**src/rtl/datmem_port_arbiter_pkg.sv**
```systemverilog
// Shared definitions for the datmem port arbiter: FSM encoding, beat count
// and requester port indices.
package datmem_port_arbiter_pkg;

  typedef enum logic [1:0] {
    IDLE = 2'd0,
    XFER = 2'd1,
    DONE = 2'd2
  } state_e;

  localparam int BEATS = 4;
  localparam logic [1:0] LAST_BEAT = 2'(BEATS - 1);

  localparam logic PORT_CPU = 1'b0;
  localparam logic PORT_DBG = 1'b1;

endpackage

```
**src/rtl/datmem_port_arbiter_rr.sv**
```systemverilog
// Two-requester round-robin pick: on a tie the port that did not win last
// time is chosen; a lone requester always wins.
module rr_arbiter2
  import datmem_port_arbiter_pkg::*;
(
  input  logic req0,
  input  logic req1,
  input  logic last,
  output logic valid,
  output logic owner
);

  always_comb begin
    valid = req0 | req1;
    if (req0 && req1) begin
      owner = ~last;
    end else if (req1) begin
      owner = PORT_DBG;
    end else begin
      owner = PORT_CPU;
    end
  end

endmodule

```
**src/rtl/datmem_port_arbiter.sv**
```systemverilog
// Sequences word requests from the processor and loader/debug ports into four
// big-endian byte accesses on the single-ported byte-wide data memory.
module datmem_port_arbiter
  import datmem_port_arbiter_pkg::*;
#(
  parameter int ADDR_W = 5,
  parameter int DATA_W = 32,
  parameter int BYTE_W = 8
) (
  input  logic              clk,
  input  logic              reset,
  input  logic              req0,
  input  logic              we0,
  input  logic [ADDR_W-1:0] addr0,
  input  logic [DATA_W-1:0] wdata0,
  output logic              done0,
  output logic [DATA_W-1:0] rdata0,
  input  logic              req1,
  input  logic              we1,
  input  logic [ADDR_W-1:0] addr1,
  input  logic [DATA_W-1:0] wdata1,
  output logic              done1,
  output logic [DATA_W-1:0] rdata1,
  output logic              busy,
  output logic [ADDR_W-1:0] mem_addr,
  output logic              mem_we,
  output logic [BYTE_W-1:0] mem_wdata,
  input  logic [BYTE_W-1:0] mem_rdata
);

  state_e              state_q, state_d;
  logic [1:0]          beat_q, beat_d;
  logic                last_q, last_d;
  logic                owner_q, owner_d;
  logic                we_q, we_d;
  logic [DATA_W-1:0]   wsh_q, wsh_d;
  logic [DATA_W-1:0]   shift_q, shift_d;
  logic                busy_q, busy_d;
  logic                done0_q, done0_d;
  logic                done1_q, done1_d;
  logic [DATA_W-1:0]   rdata0_q, rdata0_d;
  logic [DATA_W-1:0]   rdata1_q, rdata1_d;
  logic [ADDR_W-1:0]   mem_addr_q, mem_addr_d;
  logic                mem_we_q, mem_we_d;
  logic [BYTE_W-1:0]   mem_wdata_q, mem_wdata_d;

  logic                grant_valid;
  logic                grant_owner;
  logic                sel_we;
  logic [ADDR_W-1:0]   sel_addr;
  logic [DATA_W-1:0]   sel_wdata;

  rr_arbiter2 u_rr (
    .req0  (req0),
    .req1  (req1),
    .last  (last_q),
    .valid (grant_valid),
    .owner (grant_owner)
  );

  assign sel_we    = (grant_owner == PORT_DBG) ? we1    : we0;
  assign sel_addr  = (grant_owner == PORT_DBG) ? addr1  : addr0;
  assign sel_wdata = (grant_owner == PORT_DBG) ? wdata1 : wdata0;

  // Memory-side outputs are registered one beat ahead, so each XFER cycle
  // already presents the address and byte for its own beat.
  always_comb begin
    state_d     = state_q;
    beat_d      = beat_q;
    last_d      = last_q;
    owner_d     = owner_q;
    we_d        = we_q;
    wsh_d       = wsh_q;
    shift_d     = shift_q;
    busy_d      = busy_q;
    done0_d     = 1'b0;
    done1_d     = 1'b0;
    rdata0_d    = rdata0_q;
    rdata1_d    = rdata1_q;
    mem_addr_d  = mem_addr_q;
    mem_we_d    = mem_we_q;
    mem_wdata_d = mem_wdata_q;

    case (state_q)
      IDLE: begin
        if (grant_valid) begin
          state_d     = XFER;
          beat_d      = '0;
          owner_d     = grant_owner;
          we_d        = sel_we;
          busy_d      = 1'b1;
          mem_addr_d  = sel_addr;
          mem_we_d    = sel_we;
          mem_wdata_d = sel_wdata[DATA_W-1 -: BYTE_W];
          wsh_d       = sel_wdata << BYTE_W;
        end
      end
      XFER: begin
        shift_d = (shift_q << BYTE_W) | DATA_W'(mem_rdata);
        if (beat_q == LAST_BEAT) begin
          state_d  = DONE;
          busy_d   = 1'b0;
          mem_we_d = 1'b0;
          last_d   = owner_q;
          if (owner_q == PORT_DBG) begin
            done1_d = 1'b1;
            if (!we_q) rdata1_d = shift_d;
          end else begin
            done0_d = 1'b1;
            if (!we_q) rdata0_d = shift_d;
          end
        end else begin
          beat_d      = beat_q + 2'd1;
          mem_addr_d  = mem_addr_q + ADDR_W'(1);
          mem_wdata_d = wsh_q[DATA_W-1 -: BYTE_W];
          wsh_d       = wsh_q << BYTE_W;
        end
      end
      DONE: begin
        state_d = IDLE;
      end
      default: begin
        state_d = IDLE;
      end
    endcase
  end

  always_ff @(posedge clk) begin
    if (reset) begin
      state_q     <= IDLE;
      beat_q      <= '0;
      last_q      <= 1'b1;
      owner_q     <= PORT_CPU;
      we_q        <= 1'b0;
      wsh_q       <= '0;
      shift_q     <= '0;
      busy_q      <= 1'b0;
      done0_q     <= 1'b0;
      done1_q     <= 1'b0;
      rdata0_q    <= '0;
      rdata1_q    <= '0;
      mem_addr_q  <= '0;
      mem_we_q    <= 1'b0;
      mem_wdata_q <= '0;
    end else begin
      state_q     <= state_d;
      beat_q      <= beat_d;
      last_q      <= last_d;
      owner_q     <= owner_d;
      we_q        <= we_d;
      wsh_q       <= wsh_d;
      shift_q     <= shift_d;
      busy_q      <= busy_d;
      done0_q     <= done0_d;
      done1_q     <= done1_d;
      rdata0_q    <= rdata0_d;
      rdata1_q    <= rdata1_d;
      mem_addr_q  <= mem_addr_d;
      mem_we_q    <= mem_we_d;
      mem_wdata_q <= mem_wdata_d;
    end
  end

  assign done0     = done0_q;
  assign done1     = done1_q;
  assign rdata0    = rdata0_q;
  assign rdata1    = rdata1_q;
  assign busy      = busy_q;
  assign mem_addr  = mem_addr_q;
  assign mem_we    = mem_we_q;
  assign mem_wdata = mem_wdata_q;

endmodule

```
**config.mk**
```make
export PLATFORM = sky130hd
export DESIGN_NAME = datmem_port_arbiter
export DESIGN_NICKNAME = d
export VERILOG_FILES = /design/src/rtl/datmem_port_arbiter_pkg.sv /design/src/rtl/datmem_port_arbiter_rr.sv /design/src/rtl/datmem_port_arbiter.sv
export SDC_FILE = /design/constraint.sdc
export NUM_CORES = 1
export LEC_CHECK = 0
export CORE_MARGIN = 5
export CORE_UTILIZATION = 34
export DETAILED_ROUTE_END_ITERATION = 6
export PLACE_DENSITY = 0.66
export SYNTH_ARGS = -nofsm -noshare
export SYNTH_HDL_FRONTEND = slang
export SYNTH_SLANG_ARGS = --single-unit
```
**constraint.sdc**
```tcl
create_clock -name clk -period 2.89 [get_ports clk]
set_input_delay 0.867 -clock clk [delete_from_list [all_inputs] [get_ports clk]]
set_output_delay 0.867 -clock clk [all_outputs]
set_load 0.01 [all_outputs]
```
**M3 wires**

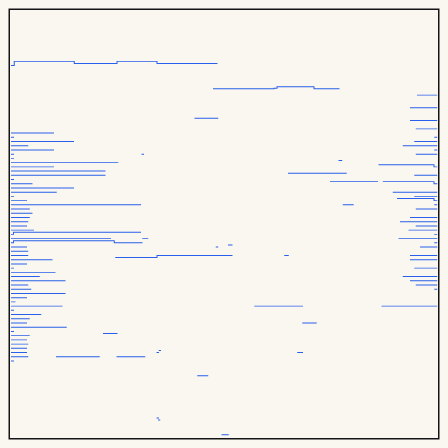
The layer carries 1120 um of wire. The longest straight run is 41.6 um. The layer holds 7.2% of the routed length.

**Congestion heat map**

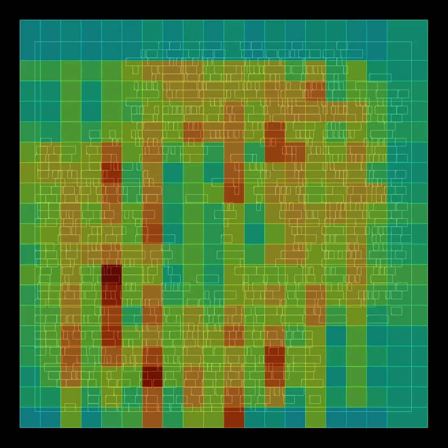
GR Layer Usage met2: 26.9%
GR peak layer: met2
met3 GRT Util: 6.28%
GRT met1 Usage: 19.8%
gr usage total: 16.5%

**Where the registers sit**

Other sequential cells in the stronger grey, the rest of the logic in the fainter grey.
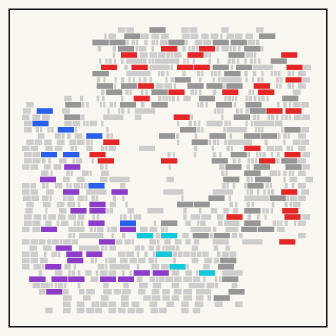
Purple is `wsh_q`, placed flops 24, where south-west. Cyan is `mem_addr`, placed flops 5, where south. Blue is `mem_wdata`, placed flops 8, where west. Red is `rdata0`, placed flops 32.
Another 67 sequential cells are not coloured.

**Pin map**

Pins as bars across the die edge, other pins in grey.
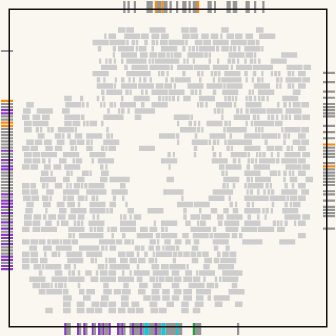
Green is `req1`, pins 1, direction input, edge south. Cyan is `mem_addr`, pins 5, direction output, edge south. Purple is `wdata0`, pins 32, direction input, edge 20 west, 12 south. Orange is `mem_rdata`, pins 8, direction input, edge 3 west, 3 north, 2 east.
All pins by edge: 56 west, 49 south, 33 east, 31 north.

**Routed metal, one colour a layer**

Two of the layers only.
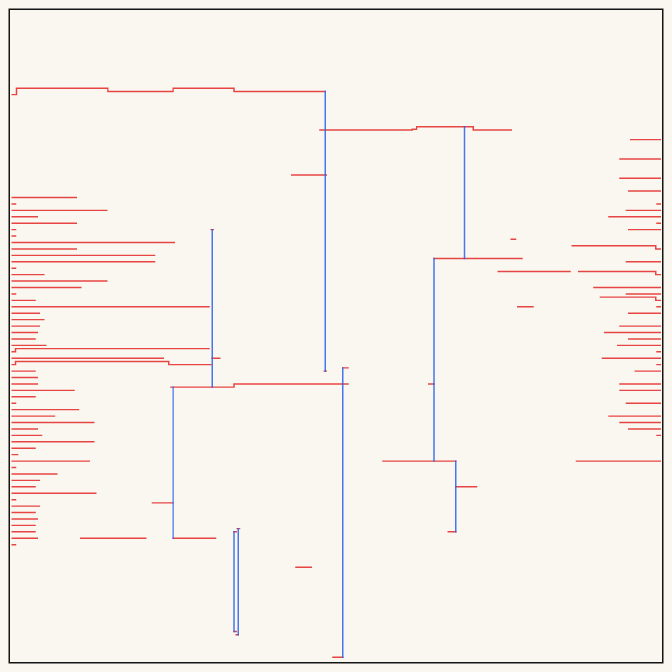
Blue is met4, wire length 315 um. Red is met3, wire length 1120 um.

==> results.sh <==
# implementation run metrics
export IMPL_logic_family="simple AND/OR/NAND/NOR gates"
export IMPL_inverters_excl_clock=1
export IMPL_diodes=0
export IMPL_gp_congestion=0.782
export IMPL_post_route_util_pct=50.5
export IMPL_pg_seq_mw=1.99
export IMPL_root_buffer="clkbuf_16"
export IMPL_cts_tree="done"
export IMPL_buffers=184
export IMPL_cts_sinks=136
export IMPL_clock_net_power_mw=2.39
export IMPL_syn_nets=757
export IMPL_worstMarginPinSlew_ns=0.685
export IMPL_largest_class="sequential cells"
export IMPL_comb_power_share_pct=9.7
export IMPL_max_freq_ghz=0.438
export IMPL_min_period_ns=2.28
export IMPL_core_rowCount=46
export IMPL_area_growth_syn_to_layout_pct=44.7
export IMPL_ys_sh_simple_pct=19.8
export IMPL_status="complete, no violations"
export IMPL_overflow=0
export IMPL_syn_inst=666
export IMPL_cap_violations=0
export IMPL_final_nets=906
export IMPL_drive_gt1_share_pct=8.33
export IMPL_tool_warnings=27
export IMPL_vias=5014
export IMPL_first_pass_iters=4
export IMPL_synth_cell_area_sq_um=5560
export IMPL_rr_startpoint="beat_q[0]$_SDFFE_PP0P_"
export IMPL_xor_share_pct=0.157
export IMPL_portBuffers=168
export IMPL_hpwl_um=10700
export IMPL_layout_nonclk_buf_share_pct=23.1
export IMPL_ys_flops=136
export IMPL_hold_class="reg2reg"
export IMPL_lay_top_cells="205 x nand2_1, 167 x clkdlybuf4s50_1, 136 x dfxtp_1, 118 x a21oi_1, 41 x nor2_1"
export IMPL_layout_top_cell="nand2_1"
export IMPL_p_sw_mw=1.11
export IMPL_setup_viol=0
export IMPL_wl_met3_um=1120
export IMPL_clkbuf_count=19
export IMPL_cp_arrival_ns=1.41
export IMPL_ios=169
export IMPL_drcViolationCount=0
export IMPL_compound_area_share_pct=17.4
export IMPL_hold_path_depth=2
export IMPL_die_y_um=138
export IMPL_hold_buffers=0
export IMPL_met2_length_um=7390
export IMPL_placed_cell_area_sq_um=7400
export IMPL_synth_warnings=0
export IMPL_logic_gates=475
export IMPL_regToRegSetupSlack_ns=0.88
export IMPL_avgViaCountPerCell=4.80
export IMPL_topCellsByArea="dfxtp_1 49%, nand2_1 14%, a21oi_1 11%"
export IMPL_fillerInstances=1547
export IMPL_core_area_sq_um=15900
export IMPL_crit_buf_inv=1
export IMPL_fin_area_sq_um=8050
export IMPL_startpoint_type="flip-flop"
export IMPL_fin_ws_ns=0.609
export IMPL_mux_area_share_pct=7.11
export IMPL_grt_pass1_wl_um=24400
export IMPL_ys_top_cells_by_count="205 x nand2_1, 136 x dfxtp_1, 118 x a21oi_1"
export IMPL_seq_share_pct=33.8
export IMPL_p_sw_share_pct=22.8
export IMPL_ys_flop_type="dfxtp_1"
export IMPL_r2r_end="rdata0[1]$_SDFFE_PP0P_"
export IMPL_sh_comb_area_pct=31.6
export IMPL_ant_nets=0
export IMPL_worstPathMaxFanout=5
export IMPL_num_tap_cells=216
export IMPL_grt_max_degree=60
export IMPL_power_total_mw=4.86
export IMPL_required_ns=2.02
export IMPL_slowest_stage="clkdlybuf4s50_1"
export IMPL_cts_buffer_depth=2
export IMPL_combGateArea_sq_um=2540
export IMPL_syn_area_per_cell_sq_um=8.35
export IMPL_yosys_area_sq_um=5560
export IMPL_ctsHtreeMaxLevel=4
export IMPL_clk_pin_slew_worst_paths_ns=0.06
export IMPL_critPathTopFamily="buffers and inverters"
export IMPL_peakVddDrop_uv=446
export IMPL_yosys_cell_types_count=40
export IMPL_die_w_um=138
export IMPL_max_stage_delay_ns=0.58
export IMPL_min_to="rdata1[7]$_SDFFE_PP0P_"
export IMPL_most_common_cell="nand2_1"
export IMPL_ys_cells=666
export IMPL_clock_skew_ns=0.00784
export IMPL_crit_cells=1
export IMPL_hp_start="rdata1[7]$_SDFFE_PP0P_"
export IMPL_antenna_found_initial=0
export IMPL_internal_power_mw=3.75
export IMPL_dieArea_sq_um=19000
export IMPL_dp_slack_ns=0.252
export IMPL_fp_utilization_pct=34.9
export IMPL_seq_cells=136
export IMPL_drt_total_wl_um=15500
export IMPL_layout_cells_non_filler=1044
export IMPL_top_layer="met4"
export IMPL_post_cts_resized=0
export IMPL_place_inst=1012
export IMPL_holdWs_ns=0.452
export IMPL_synth_top_area_share_pct=48.9
export IMPL_power_leader="the clock network"
export IMPL_ys_seq_share_pct=48.9
export IMPL_yosysTopAreaCell="dfxtp_1"
export IMPL_worstPathCellList="clkdlybuf4s50_1"
export IMPL_power_leakage_nw=2.92
export IMPL_crit_path_end_kind="output port"
export IMPL_p_per_area_nw_per_um2=603
export IMPL_clock_latency_late_pin_ns=0.42
export IMPL_pwr_share_clk_pct=49.3
export IMPL_p_seq_share_pct=41.0
export IMPL_clock_area_share_pct=8.07
export IMPL_ys_sh_adder_pct=0.675
export IMPL_path_class="reg2out"
export IMPL_first_global_vias=4812
export IMPL_cts_buffers=17
